==> images/metal_stack.png <==
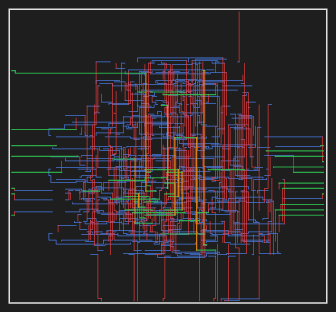
==> images/met3.png <==
The bar under the picture is 20 µm long. Cells faint in the background.
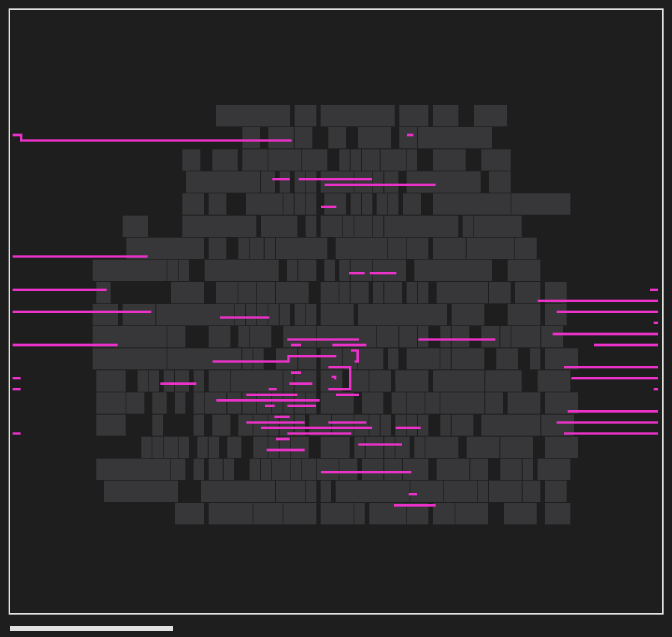
[config.mk]
export PLATFORM = sky130hd
export DESIGN_NAME = mc_control_fsm_flat
export DESIGN_NICKNAME = d
export VERILOG_FILES = /design/src/rtl/mc_control_fsm_if.sv /design/src/rtl/mc_control_fsm.sv /design/src/flat_wrapper.sv
export SDC_FILE = /design/constraint.sdc
export NUM_CORES = 1
export LEC_CHECK = 0
export ABC_AREA = 1
export CORE_ASPECT_RATIO = 0.9
export CORE_MARGIN = 10
export CORE_UTILIZATION = 46
export DETAILED_ROUTE_END_ITERATION = 7
export GPL_ROUTABILITY_DRIVEN = 0
export GPL_TIMING_DRIVEN = 0
export PLACE_DENSITY = 0.86
export SLEW_MARGIN = 0
export SYNTH_ARGS = -nofsm -noshare
export SYNTH_HDL_FRONTEND = slang
export SYNTH_SLANG_ARGS = --single-unit
[constraint.sdc]
create_clock -name clk -period 1.7 [get_ports clk]
set_input_delay 0.425 -clock clk [delete_from_list [all_inputs] [get_ports clk]]
set_output_delay 0.425 -clock clk [all_outputs]
set_load 0.03 [all_outputs]
[src/rtl/mc_control_fsm_if.sv]
// Control-unit bundle: instruction/memory status in, datapath strobes and debug status out.
// The master side is the controller; the slave side is the datapath/memory that consumes the strobes.
interface mc_control_fsm_if;
    logic [5:0] Opcode;
    logic       mem_ready;

    logic       IorD;
    logic       MemRead;
    logic       MemWrite;
    logic       IRWrite;
    logic       RegDst;
    logic       MemtoReg;
    logic       RegWrite;
    logic       ALUSrcA;
    logic       PCWrite;
    logic       Branch;
    logic [1:0] ALUSrcB;
    logic [1:0] ALU_Op;
    logic [1:0] PCSrc;

    logic [3:0] state_o;
    logic       mem_err;
    logic       illegal_op;

    modport master (
        input  Opcode, mem_ready,
        output IorD, MemRead, MemWrite, IRWrite, RegDst, MemtoReg, RegWrite,
               ALUSrcA, PCWrite, Branch, ALUSrcB, ALU_Op, PCSrc,
               state_o, mem_err, illegal_op
    );

    modport slave (
        output Opcode, mem_ready,
        input  IorD, MemRead, MemWrite, IRWrite, RegDst, MemtoReg, RegWrite,
               ALUSrcA, PCWrite, Branch, ALUSrcB, ALU_Op, PCSrc,
               state_o, mem_err, illegal_op
    );
endinterface

[src/rtl/mc_control_fsm.sv]
// Multi-cycle MIPS-style control FSM: strobes decode combinationally from the current state.
// Memory states stall on mem_ready=0; a bounded stall (MEM_TIMEOUT) or a bad opcode parks the FSM in ERROR.
module mc_control_fsm #(
    parameter int unsigned MEM_TIMEOUT = 15
) (
    input  logic            clk,
    input  logic            rst_n,
    mc_control_fsm_if.master bus
);

    typedef enum logic [3:0] {
        S_FETCH  = 4'd0,
        S_DECODE = 4'd1,
        S_MEMADR = 4'd2,
        S_MEMRD  = 4'd3,
        S_MEMWB  = 4'd4,
        S_MEMWR  = 4'd5,
        S_EXEC   = 4'd6,
        S_ALUWB  = 4'd7,
        S_BRANCH = 4'd8,
        S_ADDIEX = 4'd9,
        S_ADDIWB = 4'd10,
        S_JUMP   = 4'd11,
        S_ERROR  = 4'd12
    } state_e;

    localparam logic [5:0] OP_RTYPE = 6'b000000;
    localparam logic [5:0] OP_LW    = 6'b100011;
    localparam logic [5:0] OP_SW    = 6'b101011;
    localparam logic [5:0] OP_BEQ   = 6'b000100;
    localparam logic [5:0] OP_ADDI  = 6'b001000;
    localparam logic [5:0] OP_J     = 6'b000010;

    localparam bit         TO_EN   = (MEM_TIMEOUT != 0);
    localparam logic [7:0] TO_LAST = 8'(MEM_TIMEOUT - 1);

    state_e     state_q, state_d;
    logic [7:0] wait_q;
    logic [5:0] opc_q;
    logic       mem_err_q;
    logic       ill_q;

    logic       in_wait;
    logic       tmo_hit;
    logic       dec_ill;

    assign in_wait = ((state_q == S_FETCH) || (state_q == S_MEMRD) || (state_q == S_MEMWR))
                     && !bus.mem_ready;
    assign tmo_hit = TO_EN && in_wait && (wait_q == TO_LAST);

    always_comb begin
        state_d = state_q;
        dec_ill = 1'b0;
        case (state_q)
            S_FETCH:  if (bus.mem_ready) state_d = S_DECODE;
            S_DECODE: begin
                case (bus.Opcode)
                    OP_LW, OP_SW: state_d = S_MEMADR;
                    OP_RTYPE:     state_d = S_EXEC;
                    OP_BEQ:       state_d = S_BRANCH;
                    OP_ADDI:      state_d = S_ADDIEX;
                    OP_J:         state_d = S_JUMP;
                    default: begin
                        state_d = S_ERROR;
                        dec_ill = 1'b1;
                    end
                endcase
            end
            // Uses the opcode captured in DECODE; the IR input may already be changing.
            S_MEMADR: begin
                if (opc_q == OP_LW)      state_d = S_MEMRD;
                else if (opc_q == OP_SW) state_d = S_MEMWR;
                else                     state_d = S_ERROR;
            end
            S_MEMRD:  if (bus.mem_ready) state_d = S_MEMWB;
            S_MEMWB:  state_d = S_FETCH;
            S_MEMWR:  if (bus.mem_ready) state_d = S_FETCH;
            S_EXEC:   state_d = S_ALUWB;
            S_ALUWB:  state_d = S_FETCH;
            S_BRANCH: state_d = S_FETCH;
            S_ADDIEX: state_d = S_ADDIWB;
            S_ADDIWB: state_d = S_FETCH;
            S_JUMP:   state_d = S_FETCH;
            S_ERROR:  state_d = S_ERROR;
            default:  state_d = S_ERROR;
        endcase
        // A completing access (mem_ready=1) never reaches here since tmo_hit needs a wait cycle.
        if (tmo_hit) state_d = S_ERROR;
    end

    always_ff @(posedge clk or negedge rst_n) begin
        if (!rst_n) begin
            state_q   <= S_FETCH;
            wait_q    <= 8'd0;
            opc_q     <= 6'd0;
            mem_err_q <= 1'b0;
            ill_q     <= 1'b0;
        end else begin
            state_q <= state_d;
            if (state_d != state_q) begin
                wait_q <= 8'd0;
            end else if (in_wait && (wait_q != 8'hFF)) begin
                wait_q <= wait_q + 8'd1;
            end
            if (state_q == S_DECODE) opc_q <= bus.Opcode;
            if (tmo_hit) mem_err_q <= 1'b1;
            if (dec_ill) ill_q <= 1'b1;
        end
    end

    logic       iord, mem_read, mem_write, ir_write, reg_dst, memto_reg;
    logic       reg_write, alu_src_a, pc_write, branch;
    logic [1:0] alu_src_b, alu_op, pc_src;

    // Gating on rst_n makes every strobe drop the instant reset asserts, even mid-access.
    always_comb begin
        iord      = 1'b0;
        mem_read  = 1'b0;
        mem_write = 1'b0;
        ir_write  = 1'b0;
        reg_dst   = 1'b0;
        memto_reg = 1'b0;
        reg_write = 1'b0;
        alu_src_a = 1'b0;
        pc_write  = 1'b0;
        branch    = 1'b0;
        alu_src_b = 2'b00;
        alu_op    = 2'b00;
        pc_src    = 2'b00;
        if (rst_n) begin
            case (state_q)
                S_FETCH: begin
                    mem_read  = 1'b1;
                    alu_src_b = 2'b01;
                    ir_write  = bus.mem_ready;
                    pc_write  = bus.mem_ready;
                end
                S_DECODE: alu_src_b = 2'b11;
                S_MEMADR: begin
                    alu_src_a = 1'b1;
                    alu_src_b = 2'b10;
                end
                S_MEMRD: begin
                    mem_read = 1'b1;
                    iord     = 1'b1;
                end
                S_MEMWB: begin
                    reg_write = 1'b1;
                    memto_reg = 1'b1;
                end
                S_MEMWR: begin
                    mem_write = 1'b1;
                    iord      = 1'b1;
                end
                S_EXEC: begin
                    alu_src_a = 1'b1;
                    alu_op    = 2'b10;
                end
                S_ALUWB: begin
                    reg_write = 1'b1;
                    reg_dst   = 1'b1;
                end
                S_BRANCH: begin
                    alu_src_a = 1'b1;
                    alu_op    = 2'b01;
                    pc_src    = 2'b01;
                    branch    = 1'b1;
                end
                S_ADDIEX: begin
                    alu_src_a = 1'b1;
                    alu_src_b = 2'b10;
                end
                S_ADDIWB: reg_write = 1'b1;
                S_JUMP: begin
                    pc_src   = 2'b10;
                    pc_write = 1'b1;
                end
                default: ;
            endcase
        end
    end

    assign bus.IorD       = iord;
    assign bus.MemRead    = mem_read;
    assign bus.MemWrite   = mem_write;
    assign bus.IRWrite    = ir_write;
    assign bus.RegDst     = reg_dst;
    assign bus.MemtoReg   = memto_reg;
    assign bus.RegWrite   = reg_write;
    assign bus.ALUSrcA    = alu_src_a;
    assign bus.PCWrite    = pc_write;
    assign bus.Branch     = branch;
    assign bus.ALUSrcB    = alu_src_b;
    assign bus.ALU_Op     = alu_op;
    assign bus.PCSrc      = pc_src;
    assign bus.state_o    = state_q;
    assign bus.mem_err    = mem_err_q;
    assign bus.illegal_op = ill_q;

endmodule

[src/flat_wrapper.sv]
// flat-port wrapper written by rule: the top's interface ports become plain ports
module mc_control_fsm_flat 
#(
    parameter int unsigned MEM_TIMEOUT = 15
)
  (clk, rst_n, bus_Opcode, bus_mem_ready, bus_IorD, bus_MemRead, bus_MemWrite, bus_IRWrite, bus_RegDst, bus_MemtoReg, bus_RegWrite, bus_ALUSrcA, bus_PCWrite, bus_Branch, bus_ALUSrcB, bus_ALU_Op, bus_PCSrc, bus_state_o, bus_mem_err, bus_illegal_op);
  mc_control_fsm_if bus_i ();
  input  logic clk;
  input  logic rst_n;
  input wire logic [$bits(bus_i.Opcode)-1:0] bus_Opcode;
  input wire logic [$bits(bus_i.mem_ready)-1:0] bus_mem_ready;
  output wire logic [$bits(bus_i.IorD)-1:0] bus_IorD;
  output wire logic [$bits(bus_i.MemRead)-1:0] bus_MemRead;
  output wire logic [$bits(bus_i.MemWrite)-1:0] bus_MemWrite;
  output wire logic [$bits(bus_i.IRWrite)-1:0] bus_IRWrite;
  output wire logic [$bits(bus_i.RegDst)-1:0] bus_RegDst;
  output wire logic [$bits(bus_i.MemtoReg)-1:0] bus_MemtoReg;
  output wire logic [$bits(bus_i.RegWrite)-1:0] bus_RegWrite;
  output wire logic [$bits(bus_i.ALUSrcA)-1:0] bus_ALUSrcA;
  output wire logic [$bits(bus_i.PCWrite)-1:0] bus_PCWrite;
  output wire logic [$bits(bus_i.Branch)-1:0] bus_Branch;
  output wire logic [$bits(bus_i.ALUSrcB)-1:0] bus_ALUSrcB;
  output wire logic [$bits(bus_i.ALU_Op)-1:0] bus_ALU_Op;
  output wire logic [$bits(bus_i.PCSrc)-1:0] bus_PCSrc;
  output wire logic [$bits(bus_i.state_o)-1:0] bus_state_o;
  output wire logic [$bits(bus_i.mem_err)-1:0] bus_mem_err;
  output wire logic [$bits(bus_i.illegal_op)-1:0] bus_illegal_op;
  assign bus_i.Opcode = bus_Opcode;
  assign bus_i.mem_ready = bus_mem_ready;
  assign bus_IorD = bus_i.IorD;
  assign bus_MemRead = bus_i.MemRead;
  assign bus_MemWrite = bus_i.MemWrite;
  assign bus_IRWrite = bus_i.IRWrite;
  assign bus_RegDst = bus_i.RegDst;
  assign bus_MemtoReg = bus_i.MemtoReg;
  assign bus_RegWrite = bus_i.RegWrite;
  assign bus_ALUSrcA = bus_i.ALUSrcA;
  assign bus_PCWrite = bus_i.PCWrite;
  assign bus_Branch = bus_i.Branch;
  assign bus_ALUSrcB = bus_i.ALUSrcB;
  assign bus_ALU_Op = bus_i.ALU_Op;
  assign bus_PCSrc = bus_i.PCSrc;
  assign bus_state_o = bus_i.state_o;
  assign bus_mem_err = bus_i.mem_err;
  assign bus_illegal_op = bus_i.illegal_op;
  mc_control_fsm #(.MEM_TIMEOUT(MEM_TIMEOUT)) u_core (.clk(clk), .rst_n(rst_n), .bus(bus_i));
endmodule
==> impl_metrics.csv <==
group,metric,value,unit
critical_path,crit_top_cell,"buf_6",
synth,topCellsByArea,"dfrtp_1 (33%), nand2_1 (12%), nor2_1 (7.2%)",
hold_path,holdPathEnd,"u_core.bus.mem_err",
place,port_buffers,30,
synth,synth-edff-count,0,
synth,flop_cell,"dfrtp_1",
synth,syn_area,1501,µm²
floorplan,io_pins,31,
critical_path,slowest_delay,0.48,ns
hold_path,holdPathStages,2,
final_layout,n_antenna_cell,0,
final_timing,fin_crit_sh,118.2,%
clocking,cts_max_level,1,
critical_path,critPathMaxFanout,4,
power_and_ir_drop,peakVddDrop,0.5104,mV
final_timing,worstMarginPinSlew,0.9321,ns
critical_path,r2r-end,"u_core.wait_q[2]",
route,final_antenna_net_count,0,
critical_path,r2r_setup_slack,-0.26,ns
place,placed_area,1899,µm²
final_timing,finalSetupViolations,25,
synth,yosysTopAreaCellShare,33.33,%
route,vias,1615,
synth,syn_nets,222,
route,drt_pre_antenna_iters,4,
floorplan,rows,19,
final_layout,stdcell_count,316,
grt,grt_max_degree,21,
hold_path,hp-start,"u_core.bus.mem_err",
final_layout,stdcell_area,2382,µm²
critical_path,worstPathRequired,1.27,ns
grt,grt_first_pass_wirelength,7327,µm
route,wl_per_cell,15.56,µm
synth,synth_dominant_cell_count,"nand2_1",
final_timing,layout_min_cycle_time,2.009,ns
synth,synth_cell_types,25,
synth,top_area_cell,"dfrtp_1",
route,drtIter0Drc,157,
clocking,cts_made_buffers,3,
final_timing,slew_headroom,37.66,%
synth,ys_async_sr_fraction,100.0,%
place,hpwl,2602,µm
clocking,clockRootBuffer,"clkbuf_4",
place,dp_cells,283,
synth,ys_warn_count,0,
clocking,clk_pin_slew_worst_paths,0.12,ns
grt,gr-usage-all-layers,15.46,%
critical_path,timing.rr.start,"u_core.bus.state_o[3]",
grt,antenna_found_initial,0,
synth,ys_seq_share,33.33,%
final_layout,final_util,77.09,%
critical_path,ff2ff_path_depth,13,
place,dp_slack,-1.891,ns
final_timing,clock_skew,0.004106,ns
run,max-cap-violations,0,
route,viasPerCell,5.111,
synth,postSynthCellCount,211,
final_timing,fmax,0.4978,GHz
final_layout,drive_gt1_share,48.91,%
final_layout,regArea,505.5,µm²
critical_path,crit_chain,"nor2_4 -> buf_12 -> buf_6 -> nand2_2 -> a21oi_4 -> buf_6",
critical_path,critical_path_class,"reg -> out",
hold_path,hold_path_class,"reg -> reg",
floorplan,core-area,3090,µm²
critical_path,path_delay_family,"flip-flops",
final_timing,grt_setup_unrepaired,"true",
grt,grt-ovfl-total,0,
grt,grt_pass1_vias,1535,
synth,yosys_cells,211,
route,wl,4918,µm
clocking,clk_latency,0.32,ns
clocking,cts_tree,"done",
clocking,cts.sinks,20,
status,status,"finished, violations left",
final_layout,logic_area,1049,µm²
clocking,ctsLongestPathBuffers,2,
synth,avgSynthCellArea,7.116,µm²
floorplan,die_area,5952,µm²
floorplan,initial_utilization,48.58,%
final_timing,worst_slack,-0.3090,ns
final_layout,area_delta_synth_final,58.67,%
run,warning_count,30,
final_timing,drv_slew,0,
synth,top_cells_by_count,"nand2_1 (49), nor2_1 (29), inv_1 (24)",
final_timing,hold_ws,0.4779,ns
synth,ys_area,1501,µm²
route,post-route-drc-count,0,
critical_path,arrival,1.58,ns
final_timing,hold_viol_final,0,
critical_path,worst_setup_path_end_kind,"primary output",
floorplan,die_w,80.22,µm
critical_path,cp-start-kind,"register",
final_layout,nFillCells,194,
synth,yosys_register_bits,20,
final_layout,nNetsFinal,286,
power_and_ir_drop,power_leakage,1.179,nW
status,violations,"negative setup slack",
critical_path,path_buffers,3,
power_and_ir_drop,power.density,399.4,nW/µm²
floorplan,die-height,74.20,µm
critical_path,crit_path_top_delay_cell,"dfrtp_2",
About metal_stack.png:
layer	colour	wire length
met3	green	380 µm
met4	orange	180 µm
met1	blue	1970 µm
met2	red	2390 µm

About met3.png:
wire length on this layer	380 µm
longest straight run	33.1 µm
share of all routed wire	7.7%
main direction	horizontal
nets with wire on the layer	45

## power by group
group / switching, W / total (W) / internal (W)
registers: 0 / 0.000476 / 0.000476
logic: 0.0000405 / 0.0000652 / 0.0000247
clock network: 0.000172 / 0.000411 / 0.000239
total: 0.000212 / 0.000951 / 0.000739
## cell usage in the layout (no fill, tap or decap), drive strengths merged
master / instances
nand3b: 3
clkdlybuf4s15: 1
dlygate4sd2: 3
ha: 2
bufinv: 1
xor2: 3
inv: 29
o21ai: 6
xnor2: 3
clkdlybuf4s50: 6
a21oi: 5
o21a: 1
clkbuf: 4
dlymetal6s2s: 1
or2: 1
dlygate4sd3: 1
a31oi: 1
nor3: 1
nand4: 3
nand3: 23
nor2: 47
nand2: 59
buf: 50
dfrtp: 20
## worst max path at each step
stage,slack [ns],endpoint,cells past startpoint,startpoint
after floorplan,-0.02,bus_ALU_Op[0],5,u_core.bus.state_o[3]
after global placement,-1.85,bus_ALU_Op[0],6,rst_n
after detailed placement,-1.89,bus_ALU_Op[0],6,rst_n
after CTS,-0.27,bus_MemRead,5,u_core.bus.state_o[3]
after global routing,-0.39,u_core.wait_q[2],13,u_core.bus.state_o[0]
final,-0.31,bus_MemRead,6,u_core.bus.state_o[3]
## area by class of cell
cell class	count	area share (%)
buffer	4	1.891
clock buffer	3	0.9454
clock inverter	1	1.261
inverter	29	4.674
multi-input combinational	158	44.01
sequential	20	21.22
tap	42	2.206
timing repair buffer	59	23.79
## stage by stage
stage | TNS [ns] | total power (W)
6_report | -5.776 | 0.0009515
5_1_grt | -7.857 | 0.0009730
4_1_cts | -4.086 | 0.0009490
3_5_place_dp | -31.84 | 0.0005404
3_3_place_gp | -30.97 | 0.0005396
2_1_floorplan | -0.05582 | 0.0005042
## tightest hold or removal path: stages (launching register included)
cell and delay (ns):
dfrtp_1 0.36, inv_1 0.04, nand2_1 0.05
## routing by layer
metal / up-vias / track usage [%] / part of all wire, %
met5: - / 0 / 0
met4: 0 / 9.375 / 3.6
met3: 20 / 5.181 / 7.7
met2: 79 / 24.40 / 49
met1: 729 / 17.89 / 40
li1: 787 / - / -
## logic make-up (layout without fill, tap and decap cells)
group	count (synthesis)	in the layout	share of synthesized area, %
compound gates	13	13	4.584
xor+xnor	6	6	3.501
fa+ha+maj	2	2	1.666
buf+inv	33	96	8.750
flops	20	20	33.33
simple gates	137	137	48.17
## state kept, by name, summed over array words and instances, names as in the netlist
register,cells
u_core.bus.illegal_op,1
u_core.bus.mem_err,1
u_core.bus.state_o,4
u_core.opc_q,6
u_core.wait_q,8
## what timing repair did
item	in CTS	in global routing
resized	156	32
endpoints found under the setup margin	30	29
gates cloned	0	0
pin swaps	16	8
hold endpoints to repair	20	0
hold buffers	1	0
buffers inserted	22	8
Power figures rest on the tool's default switching activity, not on a simulated workload.
